--- src/rtl/bsg_dmc_trace_to_ui_burst_adapter.sv ---
//------------------------------------------------------------------------------
// bsg_dmc_trace_to_ui_burst_adapter
//
// Purpose:
//   Converts a valid/ready stream of DMC trace packets into the UI command and
//   write-data channels of the DMC controller, for any power-of-two burst
//   length. UI read data returns to the consumer through a FIFO. Read commands
//   reserve FIFO space (credits) before they issue, so the FIFO cannot overflow.
//
// Ports:
//   core_clk_i, core_reset_i     : clock and asynchronous active-high reset
//   trace_data_i/_v_i/_ready_o   : trace packet stream. MSB set = command
//                                  packet {cmd[2:0], addr}. MSB clear = write
//                                  data packet {wdata, wmask}.
//   app_addr_o/_cmd_o/_en_o,
//   app_rdy_i                    : UI command channel
//   app_wdf_*                    : UI write-data channel
//   app_rd_data_valid_i/_i/_end_i: UI read return
//   rd_data_o/_last_o/_v_o,
//   rd_yumi_i                    : consumer read return (valid/yumi)
//   error_o                      : sticky protocol error
//
// Command encodings on app_cmd_o:
//   WR = 3'b000, RD = 3'b001, RP = 3'b010, WP = 3'b011
//------------------------------------------------------------------------------
module bsg_dmc_trace_to_ui_burst_adapter
  #(parameter int data_width_p = 32
   ,parameter int addr_width_p = 28
   ,parameter int burst_len_p = 4
   ,parameter int rd_fifo_els_p = 8
   ,localparam int mask_width_lp = data_width_p >> 3
   ,localparam int payload_width_lp = data_width_p + mask_width_lp + 1
   )
  (input  logic                        core_clk_i
  ,input  logic                        core_reset_i

  ,input  logic [payload_width_lp-1:0] trace_data_i
  ,input  logic                        trace_v_i
  ,output logic                        trace_ready_o

  ,output logic [addr_width_p-1:0]     app_addr_o
  ,output logic [2:0]                  app_cmd_o
  ,output logic                        app_en_o
  ,input  logic                        app_rdy_i

  ,output logic                        app_wdf_wren_o
  ,output logic [data_width_p-1:0]     app_wdf_data_o
  ,output logic [mask_width_lp-1:0]    app_wdf_mask_o
  ,output logic                        app_wdf_end_o
  ,input  logic                        app_wdf_rdy_i

  ,input  logic                        app_rd_data_valid_i
  ,input  logic [data_width_p-1:0]     app_rd_data_i
  ,input  logic                        app_rd_data_end_i

  ,output logic [data_width_p-1:0]     rd_data_o
  ,output logic                        rd_last_o
  ,output logic                        rd_v_o
  ,input  logic                        rd_yumi_i

  ,output logic                        error_o
  );

  localparam int beat_width_lp = $clog2(burst_len_p);
  localparam int res_width_lp  = $clog2(rd_fifo_els_p + 1);
  localparam int ptr_width_lp  = (rd_fifo_els_p > 1) ? $clog2(rd_fifo_els_p) : 1;

  // A read may issue only while at most this many entries are reserved, i.e.
  // while at least one full burst of FIFO space is unclaimed.
  localparam logic [res_width_lp-1:0] res_limit_lp  = res_width_lp'(rd_fifo_els_p - burst_len_p);
  localparam logic [res_width_lp-1:0] burst_res_lp  = res_width_lp'(burst_len_p);
  localparam logic [res_width_lp-1:0] fifo_full_lp  = res_width_lp'(rd_fifo_els_p);
  localparam logic [ptr_width_lp-1:0] ptr_last_lp   = ptr_width_lp'(rd_fifo_els_p - 1);
  localparam logic [beat_width_lp-1:0] beat_last_lp = beat_width_lp'(burst_len_p - 1);

  localparam logic [2:0] cmd_wr_lp = 3'b000;
  localparam logic [2:0] cmd_rd_lp = 3'b001;
  localparam logic [2:0] cmd_rp_lp = 3'b010;
  localparam logic [2:0] cmd_wp_lp = 3'b011;

  localparam logic [1:0] state_idle = 2'd0;
  localparam logic [1:0] state_cmd  = 2'd1;
  localparam logic [1:0] state_wdata = 2'd2;

  // Packet field decode
  logic                    pkt_is_cmd;
  logic [2:0]              pkt_cmd;
  logic [addr_width_p-1:0] pkt_addr;

  assign pkt_is_cmd = trace_data_i[payload_width_lp-1];
  assign pkt_cmd    = trace_data_i[addr_width_p+2:addr_width_p];
  assign pkt_addr   = trace_data_i[addr_width_p-1:0];

  // Control state
  logic [1:0]              state_r;
  logic [2:0]              cmd_r;
  logic [addr_width_p-1:0] addr_r;
  logic [beat_width_lp-1:0] beat_r;
  logic [res_width_lp-1:0] reserved_r;
  logic [res_width_lp-1:0] reserved_n;
  logic                    error_r;

  // Read FIFO state
  logic [data_width_p:0]   mem_r [rd_fifo_els_p];
  logic [ptr_width_lp-1:0] wptr_r;
  logic [ptr_width_lp-1:0] rptr_r;
  logic [res_width_lp-1:0] count_r;
  logic                    fifo_full;

  logic cmd_is_read;
  logic cmd_is_write;
  logic credit_avail;
  logic last_beat;
  logic trace_fire;
  logic cmd_fire;
  logic beat_fire;
  logic reserve;
  logic push;
  logic pop;
  logic drop_err;

  assign cmd_is_read  = (cmd_r == cmd_rd_lp) | (cmd_r == cmd_rp_lp);
  assign cmd_is_write = (cmd_r == cmd_wr_lp) | (cmd_r == cmd_wp_lp);
  assign credit_avail = (reserved_r <= res_limit_lp);
  assign last_beat    = (beat_r == beat_last_lp);

  // Handshake strobes for the trace stream and both UI channels.
  always_comb begin
    trace_ready_o  = 1'b0;
    app_en_o       = 1'b0;
    app_wdf_wren_o = 1'b0;
    case (state_r)
      state_idle: begin
        trace_ready_o = 1'b1;
      end
      state_cmd: begin
        // Reads wait here until a whole burst of FIFO space is unclaimed.
        app_en_o = ~cmd_is_read | credit_avail;
      end
      state_wdata: begin
        trace_ready_o  = app_wdf_rdy_i;
        app_wdf_wren_o = trace_v_i & ~pkt_is_cmd;
      end
      default: begin
        trace_ready_o = 1'b0;
      end
    endcase
  end

  // Write data passes straight through so beats add no latency; it is forced
  // to zero whenever no beat is being presented.
  assign app_wdf_data_o = app_wdf_wren_o ? trace_data_i[payload_width_lp-2:mask_width_lp] : '0;
  assign app_wdf_mask_o = app_wdf_wren_o ? trace_data_i[mask_width_lp-1:0] : '0;
  assign app_wdf_end_o  = app_wdf_wren_o & last_beat;

  assign app_addr_o = addr_r;
  assign app_cmd_o  = cmd_r;
  assign error_o    = error_r;

  assign trace_fire = trace_v_i & trace_ready_o;
  assign cmd_fire   = app_en_o & app_rdy_i;
  assign beat_fire  = app_wdf_wren_o & app_wdf_rdy_i;
  assign reserve    = cmd_fire & cmd_is_read;
  assign push       = app_rd_data_valid_i;
  assign pop        = rd_yumi_i & rd_v_o;

  // A data packet with no open write, or a command packet in the middle of a
  // write burst, is consumed and dropped and flags the error.
  assign drop_err = trace_fire & (((state_r == state_idle) & ~pkt_is_cmd)
                                | ((state_r == state_wdata) & pkt_is_cmd));

  // Main FSM: latch a command, hand it to the UI, then count write beats.
  always_ff @(posedge core_clk_i or posedge core_reset_i) begin
    if (core_reset_i) begin
      state_r <= state_idle;
      cmd_r   <= '0;
      addr_r  <= '0;
      beat_r  <= '0;
      error_r <= 1'b0;
    end else begin
      if (drop_err) begin
        error_r <= 1'b1;
      end
      case (state_r)
        state_idle: begin
          if (trace_fire & pkt_is_cmd) begin
            cmd_r   <= pkt_cmd;
            addr_r  <= pkt_addr;
            state_r <= state_cmd;
          end
        end
        state_cmd: begin
          if (cmd_fire) begin
            beat_r  <= '0;
            state_r <= cmd_is_write ? state_wdata : state_idle;
          end
        end
        state_wdata: begin
          if (beat_fire) begin
            if (last_beat) begin
              beat_r  <= '0;
              state_r <= state_idle;
            end else begin
              beat_r <= beat_r + beat_width_lp'(1);
            end
          end
        end
        default: begin
          state_r <= state_idle;
        end
      endcase
    end
  end

  // Reservation counter: a read claims a full burst when it issues, and each
  // consumer pop hands one entry back. Both may happen in the same cycle.
  always_comb begin
    reserved_n = reserved_r;
    if (reserve) begin
      reserved_n = reserved_n + burst_res_lp;
    end
    if (pop) begin
      reserved_n = reserved_n - res_width_lp'(1);
    end
  end

  always_ff @(posedge core_clk_i or posedge core_reset_i) begin
    if (core_reset_i) begin
      reserved_r <= '0;
    end else begin
      reserved_r <= reserved_n;
    end
  end

  // Read FIFO storage. Entries carry the end-of-burst bit above the data.
  assign fifo_full = (count_r == fifo_full_lp);

  always_ff @(posedge core_clk_i) begin
    if (push & ~fifo_full) begin
      mem_r[wptr_r] <= {app_rd_data_end_i, app_rd_data_i};
    end
  end

  // FIFO pointers wrap explicitly so depths that are not a power of two work.
  always_ff @(posedge core_clk_i or posedge core_reset_i) begin
    if (core_reset_i) begin
      wptr_r  <= '0;
      rptr_r  <= '0;
      count_r <= '0;
    end else begin
      if (push & ~fifo_full) begin
        wptr_r <= (wptr_r == ptr_last_lp) ? '0 : wptr_r + ptr_width_lp'(1);
      end
      if (pop) begin
        rptr_r <= (rptr_r == ptr_last_lp) ? '0 : rptr_r + ptr_width_lp'(1);
      end
      count_r <= count_r + res_width_lp'(push & ~fifo_full) - res_width_lp'(pop);
    end
  end

  // Outputs read as zero while the FIFO is empty so unwritten storage never
  // leaks out.
  assign rd_v_o    = (count_r != '0);
  assign rd_data_o = rd_v_o ? mem_r[rptr_r][data_width_p-1:0] : '0;
  assign rd_last_o = rd_v_o ? mem_r[rptr_r][data_width_p] : 1'b0;

`ifndef SYNTHESIS
  // Credits make overflow impossible and the consumer must only pop valid
  // data; either event means a broken protocol upstream.
  always_ff @(posedge core_clk_i) begin
    if (!core_reset_i) begin
      assert (!(push && fifo_full));
      assert (!(rd_yumi_i && !rd_v_o));
    end
  end
`endif

endmodule

--- config.mk ---
export PLATFORM = sky130hd
export DESIGN_NAME = bsg_dmc_trace_to_ui_burst_adapter
export DESIGN_NICKNAME = d
export VERILOG_FILES = /design/src/rtl/bsg_dmc_trace_to_ui_burst_adapter.sv
export SDC_FILE = /design/constraint.sdc
export NUM_CORES = 1
export LEC_CHECK = 0
export CORE_MARGIN = 2
export CORE_UTILIZATION = 37
export CTS_BUF_LIST = sky130_fd_sc_hd__clkbuf_4
export DETAILED_ROUTE_END_ITERATION = 8
export PLACE_DENSITY = 0.59
export SYNTH_ARGS = -nofsm -noshare
export SYNTH_HDL_FRONTEND = slang
export SYNTH_SLANG_ARGS = --single-unit
--- constraint.sdc ---
create_clock -name core_clk_i -period 4.6 [get_ports core_clk_i]
set_clock_uncertainty 0.1 [all_clocks]
set_input_delay 1.38 -clock core_clk_i [delete_from_list [all_inputs] [get_ports core_clk_i]]
set_output_delay 1.38 -clock core_clk_i [all_outputs]
set_load 0.05 [all_outputs]
==> flow_summary.ini, run 1 <==
; flow metrics
[logic_synthesis]
simple_gate_area_share_pct = 5.83
synth_cell_types = 47
async_flop_share_pct = 15.9
yosysCellCount = 755
avgSynthCellArea_um2 = 17.0
edf_count = 264
ys_sh_adder_pct = 1.52
yosysChipArea_um2 = 12800
topCellsByArea = edfxtp_1, dfrtp_1, mux4_2
yosysWarnings = 0
ys_sh_mux_pct = 14.4
netlist.area_leader.share_pct = 61.9
ys_seq_elements = 314
synthCells = 755
yosys_most_used_dff = edfxtp_1
synthAoiAreaFrac_pct = 3.45
floorplan.nets = 847
topCombFamilyByArea = multiplexers
ys_sh_xor_pct = 0.547
ys_seq_share_pct = 71.7
common_cells = edfxtp_1, nor2_1, mux2_2
yosysMostFrequentCell = edfxtp_1
top_area_cell = edfxtp_1
syn-cell-area_um2 = 12800

[timing]
worst_slack_ns = 0.224
holdWs_ns = 0.366
tns_ns = 0
max_freq_mhz = 228
post-route-period-util_pct = 95.1
rsz0062_at_grt = false
worst_pin_slew_ns = 0.767
period_needed_ns = 4.38
slew_viol_final = 0
hold_viol = 0
finalSetupViolations = 0
slew_headroom_pct = 48.8

[floorplanning]
dieArea_um2 = 36100
rows = 68
die_w_um = 190
initCoreUtil_pct = 37.3
die_h_um = 190
core_area_um2 = 34300
ioPinCount = 183

[power_and_ir_drop]
power_frac_seq_pct = 34.7
p_sw_w = 0.00462
leakage_nw = 5.98
power_frac_comb_pct = 43.9
netSwitchingFraction_pct = 40.5
clkPwrFrac_pct = 21.4
pwr_density_cell_nw_per_um2 = 685
p_int_w = 0.00679
vdd_drop_max_mv = 0.447

[setup_path]
crit_chain = clkdlybuf4s50_1 -> and4bb_4 -> and2_1 -> buf_12
crit_path_start_kind = input pin
crit_path_end_kind = output port
worstSetupStartpoint = trace_data_i[36]
slowest_stage = and4bb_4
cp_data_arrival_time_ns = 2.90
slowest_delay_ns = 0.63
crit_required_ns = 3.12
cp_max_fo = 40
crit_type = input pin to output port
r2r-start = count_r[2]

[cts]
postCtsSetupRepairBufs = 0
cts.sinks = 314
cts-hold-fix-buffers = 0
htreeDepth = 3
clk_pin_slew_worst_paths_ns = 0.06
cts-root-buf = clkbuf_4
cts_buffer_depth = 3
post_cts_resized = 0
cts_buffers = 86
cts_tree = yes
insertion_delay_ns = 0.70

[flow_run]
warnings = 28
cap_violations = 0

[route]
avgViaCountPerCell = 4.78
drc = 0
firstDrtPassIters = 4
wire_per_inst_um = 19.1
drtIter0Drc = 451
vias = 7329
wirelength_mm = 29.2
final_antenna_net_count = 0

[place]
dp_hpwl_mm = 18.0
dpl_cell_area_um2 = 15600
place_congestion = 0.729
pre_cts_slack_ns = 0.238
io_buffers = 182

[cells_and_area]
fillers = 3013
drive_gt1_share_pct = 32.6
syn_to_final_growth_pct = 30.2
stdcell_area_um2 = 16700
fin_nets = 1104

[global_routing]
grt_first_pass_wirelength_mm = 44.8
track_usage_pct = 16.5
grt_max_degree = 67
grt_pass1_vias = 7697
grt_overflow = 0
antenna_found_initial = 2

[status]
outcome = complete, no violations

[hold_path]
hold_class = flop to flop
min-delay-start = error_o
==> run 1: per-layer routing <==
| metal | track usage [%] | wire length, um | up-vias |
|---|---|---|---|
| li1 | - | - | 3419 |
| met1 | 21.2 | 12700 | 3708 |
| met2 | 27.6 | 14700 | 148 |
| met3 | 3.89 | 1260 | 52 |
| met4 | 5.87 | 587 | 2 |
| met5 | 0 | 7 | - |
==> run 1: per-stage QoR <==
stage | utilization, % | cells | power, W
finish | 48.6 | 1532 | 0.0114
global route | 48.6 | 1532 | 0.0121
CTS | 48.6 | 1531 | 0.0116
detailed placement | 45.4 | 1379 | 0.00912
global placement | 45.4 | 1379 | 0.00908
floorplan | - | 755 | 0.00748
==> run 1: flip-flops by register name, summed over array words and instances, names as in the netlist <==
register,cells
error_o,1
beat_r,2
app_addr_o,28
rptr_r,3
count_r,4
wptr_r,3
reserved_r,4
mem_r,264
app_cmd_o,3
state_r,2
==> run 1: worst paths after layout <==
kind	end	slack, ns	cells after the start
min	error_o	0.37	1
max reg2reg	count_r[2]	2.08	12
max in group asynchronous	app_addr_o[5]	2.73	3
max	app_wdf_data_o[11]	0.22	4
min in group asynchronous	state_r[0]	1.00	2
min reg2reg	error_o	0.37	1
==> run 1: cells in the final DEF (no fill, tap or decap), drive strengths merged, types with 14 or more instances in the layout <==
| master | instances |
|---|---|
| a21oi | 36 |
| and2 | 37 |
| buf | 96 |
| clkbuf | 127 |
| clkdlybuf4s50 | 110 |
| clkinv | 22 |
| dfrtp | 50 |
| edfxtp | 264 |
| ha | 14 |
| inv | 20 |
| mux2 | 67 |
| mux2i | 34 |
| mux4 | 33 |
| nor2 | 72 |
| o21ai | 40 |
==> run 1: final cells by class <==
type                       count  area [um2]  area share, %
multi-input combinational    386        3370           20.2
inverter                      18        67.6          0.405
clock buffer                 127         953           5.72
clock inverter                25         133          0.796
tap                          455         569           3.42
sequential                   314        9190           55.1
timing repair buffer         206        2380           14.3
antenna                        1        2.50         0.0150
==> run 1: power groups by stage <==
stage | Sequential (W) | Combinational, W | Clock (W)
2_1_floorplan | 0.00440 | 0.00308 | 0
3_3_place_gp | 0.00401 | 0.00507 | 0
3_5_place_dp | 0.00403 | 0.00509 | 0
4_1_cts | 0.00397 | 0.00510 | 0.00253
5_1_grt | 0.00403 | 0.00534 | 0.00269
6_report | 0.00396 | 0.00501 | 0.00244
==> run 1: critical path: cells and delay by family <==
family,cells,cell delay [ns]
buf+inv,2,0.62
simple gates,2,0.88
==> run 1: logic make-up after synthesis <==
group,after synthesis
xor+xnor,8
compound gates,83
simple gates,146
flops,314
fa+ha+maj,15
mux,134
buf+inv,55
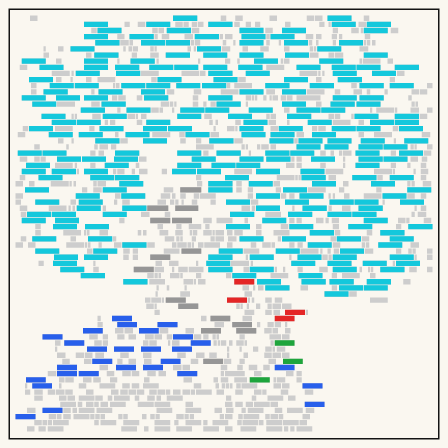
(run_1/registers.png)
Other sequential cells in the stronger grey, the rest of the logic in the fainter grey.
legend:
  blue:
    name_in_the_netlist: `app_addr_o`
    sequential_cells: 28
  green:
    name_in_the_netlist: `app_cmd_o`
    sequential_cells: 3
  cyan:
    name_in_the_netlist: `mem_r`
    sequential_cells: 264
  red:
    name_in_the_netlist: `reserved_r`
    sequential_cells: 4
not coloured: 15

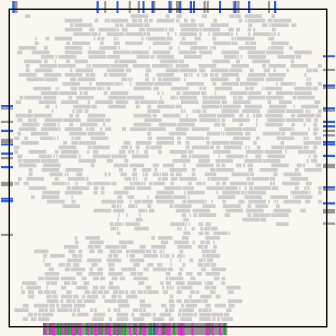
(run_1/pins.png)
Pins as bars across the die edge, other pins in grey.
legend:
  green:
    port: `app_addr_o`
    pins: 28
    direction: output
    edge: bottom
  magenta:
    port: `trace_data_i`
    pins: 37
    direction: input
    edge: bottom
  blue:
    port: `rd_data_o`
    pins: 32
    direction: output
    edge: 13 top, 10 right, 7 left, 2 bottom
  red:
    port: `app_wdf_end_o`
    pins: 1
    direction: output
    edge: bottom
all pins by edge: 120 bottom, 27 top, 21 right, 15 left

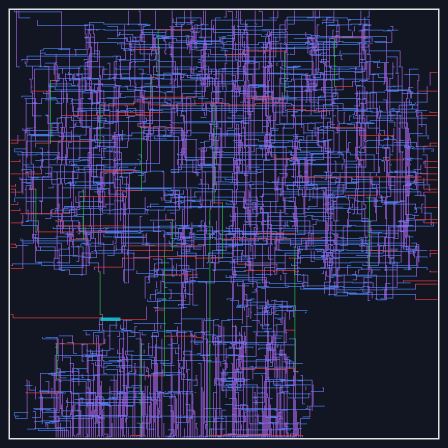
(run_1/metal_stack.png)
legend:
  cyan:
    layer: met5
    wire_length: 7.40 um
  green:
    layer: met4
    wire_length: 588 um
  purple:
    layer: met2
    wire_length: 14700 um
  red:
    layer: met3
    wire_length: 1260 um
  blue:
    layer: met1
    wire_length: 12700 um

## Run 2: what changed since run 1
--- a/config.mk
+++ b/config.mk
@@ -5,11 +5,13 @@
 export SDC_FILE = /design/constraint.sdc
 export NUM_CORES = 1
 export LEC_CHECK = 0
+export CORE_ASPECT_RATIO = 2
 export CORE_MARGIN = 2
 export CORE_UTILIZATION = 37
 export CTS_BUF_LIST = sky130_fd_sc_hd__clkbuf_4
 export DETAILED_ROUTE_END_ITERATION = 8
 export PLACE_DENSITY = 0.59
+export REMOVE_ABC_BUFFERS = 1
 export SYNTH_ARGS = -nofsm -noshare
 export SYNTH_HDL_FRONTEND = slang
 export SYNTH_SLANG_ARGS = --single-unit
==> constraint.sdc (replaced) <==
create_clock -name core_clk_i -period 4.6 [get_ports core_clk_i]
set_clock_uncertainty 0.1 [all_clocks]
set_input_delay 0.46 -clock core_clk_i [delete_from_list [all_inputs] [get_ports core_clk_i]]
set_output_delay 0.46 -clock core_clk_i [all_outputs]
set_load 0.05 [all_outputs]
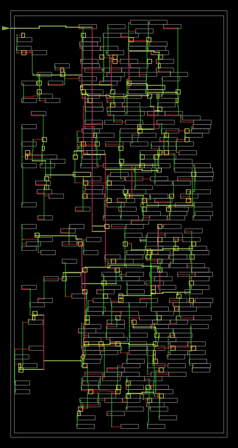
(run_2/final_clocks.png)
CTS sink count: 314
Flops: 314

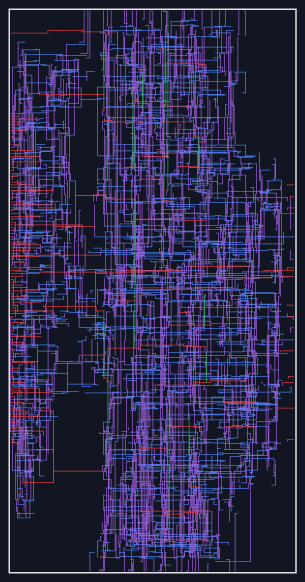
(run_2/metal_stack.png)
legend:
  green:
    layer: met4
    wire_length: 793 um
  purple:
    layer: met2
    wire_length: 16700 um
  blue:
    layer: met1
    wire_length: 10700 um
  red:
    layer: met3
    wire_length: 1870 um

==> run 2 against run 1 <==
Design area decreased by 3.2%. Setup slack gained 0.35 ns. Critical path depth is 4 higher. Utilization is 1.5 points lower. Highest routed layer is now met4.
==> flow_summary.ini, run 2 <==
; flow metrics
[status]
outcome = complete, no violations

[logic_synthesis]
ys_seq_share_pct = 71.7
avgSynthCellArea_um2 = 17.0
topCombFamilyByArea = multiplexers
ys_sh_xor_pct = 0.547
edf_count = 264
ys_sh_mux_pct = 14.4
simple_gate_area_share_pct = 5.83
yosys_most_used_dff = edfxtp_1
syn-cell-area_um2 = 12800
yosysCellCount = 755
synthAoiAreaFrac_pct = 3.45
yosysMostFrequentCell = edfxtp_1
common_cells = edfxtp_1, nor2_1, mux2_2
ys_sh_adder_pct = 1.52
netlist.area_leader.share_pct = 61.9
top_area_cell = edfxtp_1
synthCells = 755
yosysChipArea_um2 = 12800
synth_cell_types = 47
yosysWarnings = 0
async_flop_share_pct = 15.9
ys_seq_elements = 314
topCellsByArea = edfxtp_1, dfrtp_1, mux4_2

[power_and_ir_drop]
power_frac_seq_pct = 35.7
netSwitchingFraction_pct = 40.6
p_sw_w = 0.00457
vdd_drop_max_mv = 0.443
leakage_nw = 5.67
total_power_w = 0.0113
power_frac_comb_pct = 44.4
clkPwrFrac_pct = 19.9
p_int_w = 0.00669
pwr_density_cell_nw_per_um2 = 698

[route]
avgViaCountPerCell = 4.94
vias = 7379
wire_per_inst_um = 20.1
wirelength_mm = 30.0
drc = 0
final_antenna_net_count = 0
drtIter0Drc = 335
firstDrtPassIters = 4

[setup_path]
crit_required_ns = 4.04
slowest_delay_ns = 0.86
cp_max_fo = 18
crit_type = flop to output port
r2r_slack_ns = 1.37
critPathBufInv = 3
worstRegToRegCells = 12
crit_family = buffers and inverters
crit_path_start_kind = flop
slowest_stage = nor3b_4
r2r-start = count_r[2]
crit_cells = 8
worstReg2RegEnd = count_r[2]
cp_data_arrival_time_ns = 3.47
crit_chain = inv_1 -> ha_1 -> nor3b_4 -> buf_4 -> a21oi_1 -> o21ai_0 -> nor2_1 -> clkdlybuf4s50_1
crit_path_end_kind = output port

[cts]
insertion_delay_ns = 0.72
cts_buffers = 72
cts_tree = yes
htreeDepth = 3
cts_buffer_depth = 3
cts-root-buf = clkbuf_4
clk_pin_slew_worst_paths_ns = 0.08
post_cts_resized = 0

[timing]
slew_headroom_pct = 29.4
post-route-period-util_pct = 87.6
period_needed_ns = 4.03
worst_pin_slew_ns = 1.06
finalSetupViolations = 0
slew_viol_final = 0
max_freq_mhz = 248
tns_ns = 0
worst_slack_ns = 0.569
rsz0062_at_grt = false
hold_viol = 0

[floorplanning]
rows = 96
ioPinCount = 183
core_area_um2 = 34200
initCoreUtil_pct = 37.4
die_w_um = 136
dieArea_um2 = 36200
die_h_um = 267

[global_routing]
grt_max_degree = 41
grt_pass1_vias = 8284
track_usage_pct = 17.3
antenna_found_initial = 2
grt_overflow = 0
grt_first_pass_wirelength_mm = 46.1

[cells_and_area]
drive_gt1_share_pct = 24.8
syn_to_final_growth_pct = 26.0
fin_nets = 1090
largest_reg_flops = 264
final_common_cell = edfxtp_1
lay_top_cells = edfxtp_1, clkdlybuf4s50_1, clkbuf_4, nor2_1, mux2_2
largest-register = mem_r
fin_util_pct = 47.1

[place]
io_buffers = 182
dp_hpwl_mm = 18.6
place_congestion = 0.738
pre_cts_slack_ns = 1.26

[hold_path]
worstHoldEndpoint = app_addr_o[17]
min-delay-start = trace_data_i[17]
whs_path_depth = 2
hold_class = input pin to flop

[flow_run]
cap_violations = 0
warnings = 27
## run 2: cell counts after synthesis
No cell type changed its count.
## run 2: what timing repair did
item / CTS / global route
hold endpoints to repair: 22 / 0
hold buffers: 1 / 0
buffers inserted: 0 / 0
## run 2: routing by layer
| metal | global-route usage (%) | vias up | routed length [um] |
|---|---|---|---|
| li1 | - | 3377 | - |
| met1 | 17.8 | 3695 | 10700 |
| met4 | 7.07 | 0 | 792 |
| met3 | 5.22 | 50 | 1870 |
| met5 | 0 | - | 0 |
| met2 | 32.3 | 257 | 16700 |
## run 2: area by class of cell
type / count / area [um2]
Fill cell: 3034 / 18100
Clock buffer: 107 / 803
Clock inverter: 19 / 133
Multi-Input combinational cell: 386 / 3360
Antenna cell: 2 / 5.00
Tap cell: 441 / 552
Sequential cell: 314 / 9180
Inverter: 18 / 67.6
Timing Repair Buffer: 206 / 2020
## run 2: worst max path at each step
| stage | startpoint | endpoint |
|---|---|---|
| 6_report | count_r[2] | rd_data_o[9] |
| 5_1_grt | count_r[2] | rd_data_o[29] |
| 2_1_floorplan | rptr_r[1] | rd_data_o[30] |
| 4_1_cts | count_r[2] | rd_data_o[3] |
| 3_3_place_gp | rptr_r[1] | rd_data_o[1] |
| 3_5_place_dp | rptr_r[1] | rd_data_o[1] |
## run 2: cell families after synthesis
logic type / Yosys count
adder cells (fa/ha/maj): 15
multiplexers: 134
AND-OR/OR-AND: 83
flip-flops: 314
AND/OR/NAND/NOR: 146
XOR/XNOR: 8
buffers and inverters: 55
## run 2: per-stage QoR
stage / hold WS [ns] / cell area [um2] / instances
floorplan: 0.368 / 12500 / 718
global placement: 0.357 / 15200 / 1364
detailed placement: 0.373 / 15200 / 1364
CTS: 0.169 / 16100 / 1491
global route: 0.194 / 16100 / 1493
finish: 0.273 / 16100 / 1493
## run 2: power groups by stage
stage,registers [W],logic (W),clock network [W]
2_1_floorplan,0.00462,0.00280,0
3_3_place_gp,0.00407,0.00505,0
3_5_place_dp,0.00409,0.00507,0
4_1_cts,0.00404,0.00508,0.00233
5_1_grt,0.00410,0.00534,0.00246
6_report,0.00402,0.00500,0.00224
## Run 3: what changed since run 2
--- a/config.mk
+++ b/config.mk
@@ -9,6 +9,7 @@
 export CORE_MARGIN = 2
 export CORE_UTILIZATION = 37
 export CTS_BUF_LIST = sky130_fd_sc_hd__clkbuf_4
+export CTS_CLUSTER_SIZE = 30
 export DETAILED_ROUTE_END_ITERATION = 8
 export PLACE_DENSITY = 0.59
 export REMOVE_ABC_BUFFERS = 1
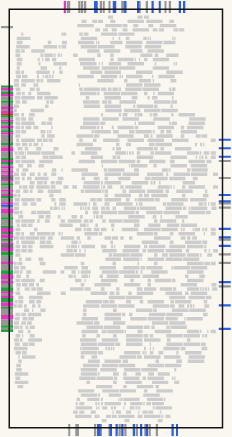
(run_3/pins.png)
Pins as bars across the die edge, other pins in grey.
legend:
  magenta:
    port: `trace_data_i`
    pins: 37
    direction: input
    edge: 36 left, 1 top
  blue:
    port: `rd_data_o`
    pins: 32
    direction: output
    edge: 11 right, 10 top, 10 bottom, 1 left
  red:
    port: `app_wdf_end_o`
    pins: 1
    direction: output
    edge: left
  green:
    port: `app_addr_o`
    pins: 28
    direction: output
    edge: left
all pins by edge: 117 left, 25 top, 22 bottom, 19 right

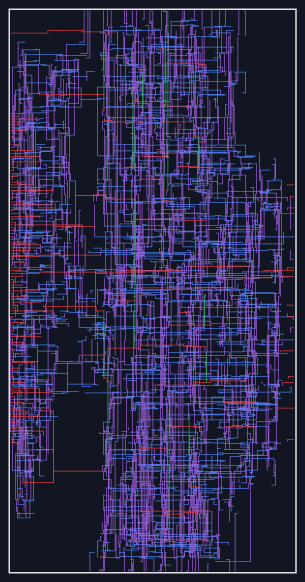
(run_3/metal_stack.png)
legend:
  red:
    layer: met3
    wire_length: 1870 um
  blue:
    layer: met1
    wire_length: 10700 um
  purple:
    layer: met2
    wire_length: 16700 um
  green:
    layer: met4
    wire_length: 793 um

==> run 3 against run 2 <==
Design area unchanged. Register-to-register slack about the same. Sequential share of layout area unchanged. Synthesized area unchanged. Clock power about the same. Cell count unchanged. First-iteration DRC count unchanged. Critical path depth unchanged. Die area unchanged. Critical path type unchanged. Largest power group unchanged. Highest routed layer unchanged.
==> flow_summary.ini, run 3 <==
; flow metrics
[logic_synthesis]
yosys_most_used_dff = edfxtp_1
topCombFamilyByArea = multiplexers
netlist.area_leader.share_pct = 61.9
synth_cell_types = 47
ys_seq_elements = 314
ys_sh_mux_pct = 14.4
common_cells = edfxtp_1, nor2_1, mux2_2
async_flop_share_pct = 15.9
synthCells = 755
topCellsByArea = edfxtp_1, dfrtp_1, mux4_2
avgSynthCellArea_um2 = 17.0
top_area_cell = edfxtp_1
yosysChipArea_um2 = 12800
yosysWarnings = 0
yosysCellCount = 755
synthAoiAreaFrac_pct = 3.45
yosysMostFrequentCell = edfxtp_1
ys_sh_adder_pct = 1.52

[setup_path]
r2r_slack_ns = 1.37
worstRegToRegCells = 12
crit_path_start_kind = flop
crit_required_ns = 4.04
crit_type = flop to output port

[floorplanning]
die_w_um = 136
rows = 96
dieArea_um2 = 36200
ioPinCount = 183

[cells_and_area]
lay_top_cells = edfxtp_1, clkdlybuf4s50_1, clkbuf_4, nor2_1, mux2_2
combGateArea_um2 = 3360
flop_area_um2 = 9180
stdcell_area_um2 = 16100
largest-register = mem_r
fillers = 3034
syn_to_final_growth_pct = 26.0
fin_nets = 1090
drive_gt1_share_pct = 24.8
largest_reg_flops = 264

[route]
vias = 7379
final_antenna_net_count = 0
wirelength_mm = 30.0
drtIter0Drc = 335
firstDrtPassIters = 4
wire_per_inst_um = 20.1
drc = 0

[cts]
cts-root-buf = clkbuf_4
cts_buffer_depth = 3
clk_pin_slew_worst_paths_ns = 0.08
htreeDepth = 3
cts_tree = yes
cts_buffers = 72
postCtsSetupRepairBufs = 0

[status]
outcome = complete, no violations

[timing]
holdWs_ns = 0.273
slew_headroom_pct = 29.4
rsz0062_at_grt = false
max_freq_mhz = 248
hold_viol = 0
tns_ns = 0
worst_pin_slew_ns = 1.06
slew_viol_final = 0
post-route-period-util_pct = 87.6

[hold_path]
hold_class = input pin to flop
whs_path_depth = 2

[global_routing]
grt_first_pass_wirelength_mm = 46.1
track_usage_pct = 17.3
grt_pass1_vias = 8284
grt_max_degree = 41

[power_and_ir_drop]
leakage_nw = 5.67
pwr_density_cell_nw_per_um2 = 698
total_power_w = 0.0113
vdd_drop_max_mv = 0.443

[place]
io_buffers = 182
dp_hpwl_mm = 18.6
place_congestion = 0.738

[flow_run]
warnings = 27
cap_violations = 0
[run 3: cell counts after synthesis]
Identical to the previous run, type by type.
[run 3: cell families (layout without fill, tap and decap cells)]
| group | count (synthesis) | in the layout |
|---|---|---|
| simple gates | 146 | 146 |
| xor+xnor | 8 | 8 |
| fa+ha+maj | 15 | 15 |
| other cells | 0 | 2 |
| flops | 314 | 314 |
| mux | 134 | 134 |
| compound gates | 83 | 83 |
| buf+inv | 55 | 350 |
[run 3: cell type report]
cell class / count / share of cell area [%]
Clock inverter: 19 / 0.823
Antenna cell: 2 / 0.0310
Inverter: 18 / 0.419
Timing Repair Buffer: 206 / 12.5
Sequential cell: 314 / 57.0
Tap cell: 441 / 3.42
Multi-Input combinational cell: 386 / 20.9
Clock buffer: 107 / 4.98
[run 3: per-stage QoR]
step,cells,worst slack [ns]
detailed placement,1364,1.26
finish,1493,0.569
global route,1493,0.343
CTS,1491,0.439
global placement,1364,1.26
floorplan,718,-0.512
[run 3: path summary, 6_finish.rpt]
path / endpoint / start
min in group asynchronous: app_addr_o[15] / core_reset_i
hold reg to reg: error_o / error_o
setup / recovery: rd_data_o[9] / count_r[2]
max in group asynchronous: app_addr_o[4] / core_reset_i
setup reg to reg: count_r[2] / count_r[2]
hold / removal: app_addr_o[17] / trace_data_i[17]
[run 3: critical path: stages, from the launching register on]
cell	delay, ns
dfrtp_1	0.36
inv_1	0.10
ha_1	0.16
nor3b_4	0.86
buf_4	0.36
a21oi_1	0.06
o21ai_0	0.09
nor2_1	0.07
clkdlybuf4s50_1	0.69
[run 3: routing by layer]
metal	track usage [%]	up-vias	share of wire (%)
met4	7.07	0	2.6
li1	-	3377	-
met2	32.3	257	56
met5	0	-	0
met1	17.8	3695	36
met3	5.22	50	6.2
[run 3: power breakdown]
group / total, W / leakage (nW) / switching [W] / internal, W
registers: 0.00402 / 2.99 / 0.000356 / 0.00366
logic: 0.00500 / 2.12 / 0.00315 / 0.00185
clock network: 0.00224 / 0.563 / 0.00106 / 0.00118
total: 0.0113 / 5.67 / 0.00457 / 0.00669
[run 3: what timing repair did]
item | in CTS | in global routing
hold buffers | 1 | 0
hold endpoints to repair | 22 | 0
gates resized | 0 | 0
Power figures rest on the tool's default switching activity, not on a simulated workload.
